==> images/gates.png <==
Drawn at 8 px/um.
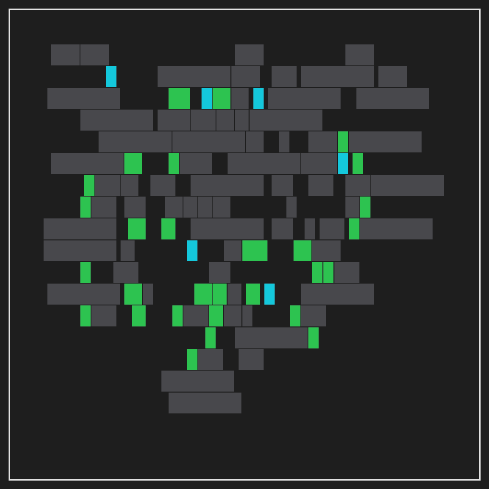
==> images/congestion_map.png <==
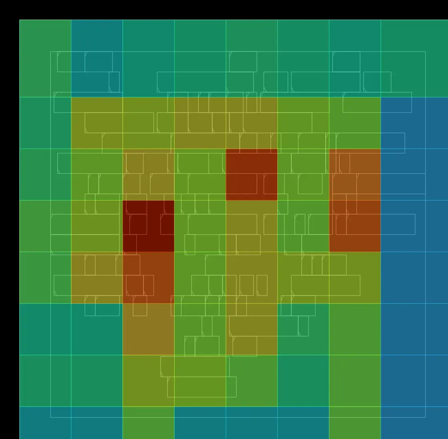
==> images/m2.png <==
Drawn at 4 px/um.
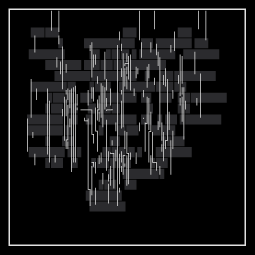
==> images/m3.png <==
Drawn at 4 px/um.
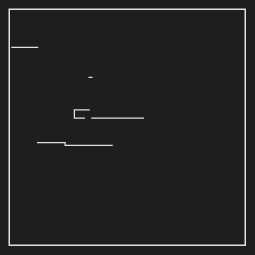
==> images/sizing.png <==
Drawn at 8 px/um.
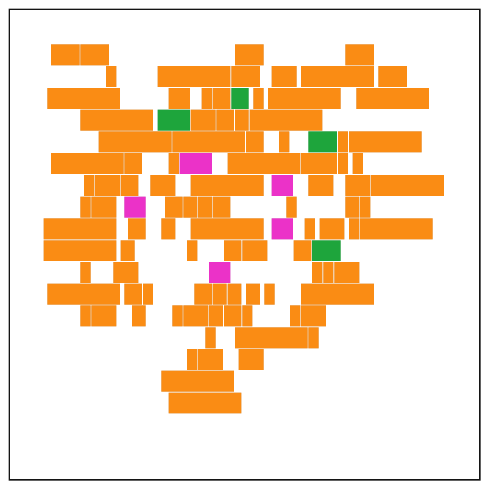
### src/rtl/button_conditioner.sv
// Pushbutton conditioner: two-flop synchronizer, debounce FSM,
// registered level, rise/fall pulses and a press-toggled flag.
module button_conditioner #(
    parameter int DEBOUNCE_CYCLES = 4,
    parameter int CNT_WIDTH       = 16
) (
    input  logic clk,
    input  logic asyncReset,
    input  logic btn_in,
    output logic btn_level,
    output logic btn_rise,
    output logic btn_fall,
    output logic toggle_q
);

    typedef enum logic [1:0] {
        STABLE_LOW,
        WAIT_HIGH,
        STABLE_HIGH,
        WAIT_LOW
    } state_t;

    localparam logic [CNT_WIDTH-1:0] LP_LAST = CNT_WIDTH'(DEBOUNCE_CYCLES - 1);
    localparam logic [CNT_WIDTH-1:0] LP_ONE  = CNT_WIDTH'(1);

    logic                 r_sync1;
    logic                 r_sync2;
    state_t               r_state;
    logic [CNT_WIDTH-1:0] r_cnt;
    logic                 r_level;
    logic                 r_rise;
    logic                 r_fall;
    logic                 r_toggle;

    state_t               w_state_nxt;
    logic [CNT_WIDTH-1:0] w_cnt_nxt;
    logic                 w_rise;
    logic                 w_fall;
    logic                 w_level_nxt;

    always_comb begin
        w_state_nxt = r_state;
        w_cnt_nxt   = '0;
        w_rise      = 1'b0;
        w_fall      = 1'b0;
        unique case (r_state)
            STABLE_LOW: begin
                if (r_sync2) begin
                    w_state_nxt = WAIT_HIGH;
                    w_cnt_nxt   = LP_ONE;
                end
            end
            WAIT_HIGH: begin
                if (!r_sync2) begin
                    w_state_nxt = STABLE_LOW;
                end else if (r_cnt == LP_LAST) begin
                    w_state_nxt = STABLE_HIGH;
                    w_rise      = 1'b1;
                end else begin
                    w_cnt_nxt = r_cnt + LP_ONE;
                end
            end
            STABLE_HIGH: begin
                if (!r_sync2) begin
                    w_state_nxt = WAIT_LOW;
                    w_cnt_nxt   = LP_ONE;
                end
            end
            WAIT_LOW: begin
                if (r_sync2) begin
                    w_state_nxt = STABLE_HIGH;
                end else if (r_cnt == LP_LAST) begin
                    w_state_nxt = STABLE_LOW;
                    w_fall      = 1'b1;
                end else begin
                    w_cnt_nxt = r_cnt + LP_ONE;
                end
            end
            default: begin
                w_state_nxt = STABLE_LOW;
            end
        endcase
        // Level follows the state being entered so it lines up with the pulses
        w_level_nxt = (w_state_nxt == STABLE_HIGH) || (w_state_nxt == WAIT_LOW);
    end

    always_ff @(posedge clk or posedge asyncReset) begin
        if (asyncReset) begin
            r_sync1  <= 1'b0;
            r_sync2  <= 1'b0;
            r_state  <= STABLE_LOW;
            r_cnt    <= '0;
            r_level  <= 1'b0;
            r_rise   <= 1'b0;
            r_fall   <= 1'b0;
            r_toggle <= 1'b0;
        end else begin
            r_sync1  <= btn_in;
            r_sync2  <= r_sync1;
            r_state  <= w_state_nxt;
            r_cnt    <= w_cnt_nxt;
            r_level  <= w_level_nxt;
            r_rise   <= w_rise;
            r_fall   <= w_fall;
            if (w_rise) begin
                r_toggle <= ~r_toggle;
            end
        end
    end

    assign btn_level = r_level;
    assign btn_rise  = r_rise;
    assign btn_fall  = r_fall;
    assign toggle_q  = r_toggle;

endmodule

### config.mk
export PLATFORM = sky130hd
export DESIGN_NAME = button_conditioner
export DESIGN_NICKNAME = d
export VERILOG_FILES = /design/src/rtl/button_conditioner.sv
export SDC_FILE = /design/constraint.sdc
export NUM_CORES = 1
export LEC_CHECK = 0
export CAP_MARGIN = 20
export CORE_MARGIN = 4
export CORE_UTILIZATION = 40
export CTS_BUF_LIST = sky130_fd_sc_hd__clkbuf_4 sky130_fd_sc_hd__clkbuf_8
export DETAILED_ROUTE_END_ITERATION = 8
export PLACE_DENSITY_LB_ADDON = 0.2
export SLEW_MARGIN = 30
export SYNTH_ARGS = -nofsm -noshare
export SYNTH_HDL_FRONTEND = slang
export SYNTH_SLANG_ARGS = --single-unit
### constraint.sdc
create_clock -name clk -period 2.66 [get_ports clk]
set_input_delay 0.532 -clock clk [delete_from_list [all_inputs] [get_ports clk]]
set_output_delay 0.532 -clock clk [all_outputs]
set_load 0.01 [all_outputs]
==> impl_metrics.json <==
{
  "outcome": "finished, final reports clean",
  "slowest_delay_ns": 0.56,
  "clockRootBuffer": "clkbuf_4",
  "grt_pass1_wl_um": 3100,
  "dieArea_mm2": 0.00344,
  "cts_resized": 0,
  "synth.distinct_cells": 23,
  "ys_ff": 23,
  "holdPathEnd": "r_sync2",
  "worstMarginPinSlew_ns": 0.824,
  "clkTransAtPathRegs_ns": 0.12,
  "fp.coreArea_mm2": 0.00245,
  "rsz0062_at_grt": "no",
  "io_pins": 7,
  "timing.final.hold_violations": 0,
  "first_pass_iters": 4,
  "powerDensity_mw_per_mm2": 667,
  "setup_viol": 0,
  "required_ns": 2.13,
  "yosys.area.top_type_share_pct": 56.1,
  "cp-startpoint": "btn_level",
  "fin_worst_skew_ns": 0.00419,
  "syn-instance-count": 98,
  "r2r-end": "r_cnt[15]",
  "postRouteAntennaNets": 0,
  "largest_register_ffs": 16,
  "vias": 691,
  "multi_input_comb_cells": 68,
  "htree_num_levels": 1,
  "antenna_found_initial": 0,
  "warnings": 26
}
Back to the opening pictures, gates.png:
legend:
  green:
    family: nor cells
    cells: 29
  cyan:
    family: inv cells
    cells: 6

Back to the opening pictures, congestion_map.png:
fin util: 46.8%
wire length per cell: 12.6 um

Back to the opening pictures, m2.png:
longest straight run: 40.1 um
wire length on this layer: 784 um
main direction: vertical
share of all routed wire: 45%
nets with wire on the layer: 83

Back to the opening pictures, m3.png:
share of all routed wire: 2.8%
main direction: horizontal

Back to the opening pictures, sizing.png:
legend:
  magenta:
    size: x3 and x4
    cells: 5
    share: 4.7%
    most_used: clkbuf_4
  green:
    size: x2
    cells: 4
    share: 3.7%
    most_used: nand3_2
  orange:
    size: x1 and smaller
    cells: 98
    share: 92%
    most_used: dfrtp_1

[per-layer routing]
metal	up-vias	GRT usage, %	wire [um]	share of wire [%]
li1	351	-	-	-
met1	330	15.3	860	50
met2	6	17.9	784	45
met3	4	3.29	47	2.7
met4	0	6.15	31	1.8
met5	-	0	0	0
[metrics by stage]
stage / power (W) / instance area (um^2) / setup WS [ns] / hold slack (ns) / std cells
2_1_floorplan: 0.000544 / 1030 / 1.01 / 0.331 / 98
3_3_place_gp: 0.000608 / 1120 / 0.827 / 0.340 / 133
3_5_place_dp: 0.000606 / 1120 / 0.877 / 0.341 / 133
4_1_cts: 0.000776 / 1150 / 0.825 / 0.370 / 137
5_1_grt: 0.000819 / 1150 / 0.630 / 0.373 / 137
6_report: 0.000767 / 1150 / 0.835 / 0.368 / 137
[placed cells by master (no fill, tap or decap)]
master           netlist  routed
o21ai_0                1       1
ha_1                   1       1
nand2_1                5       5
nor4b_1                1       1
or3_1                  1       1
nand3_2                2       2
a21oi_1                1       1
clkdlybuf4s50_1        0       6
or4_4                  1       1
nor3b_1                1       1
clkbuf_4               0       4
nand3_1                4       4
dfrtp_1               23      23
xor2_1                 5       5
nand4_1                4       4
and2_1                 1       1
nor4_1                 6       6
inv_1                  6       6
nor2_1                16      16
xnor2_1               10      10
mux2_2                 1       1
nor3_1                 5       5
and3_1                 1       1
or2_2                  1       1
[cell families (layout without fill, tap and decap cells)]
group,Yosys count,in the layout,synth area share [%]
adder cells (fa/ha/maj),1,1,1.22
AND/OR/NAND/NOR,49,49,25.2
flip-flops,23,23,56.1
AND-OR/OR-AND,2,2,0.975
buffers and inverters,7,16,2.56
multiplexers,1,1,1.10
XOR/XNOR,15,15,12.8
[power breakdown]
part           internal (W)  switching, W
combinational     0.0000756     0.0000940
clock             0.0000687      0.000102
sequential         0.000391     0.0000364
No activity file was given, so power comes from the tool's default toggle rates.
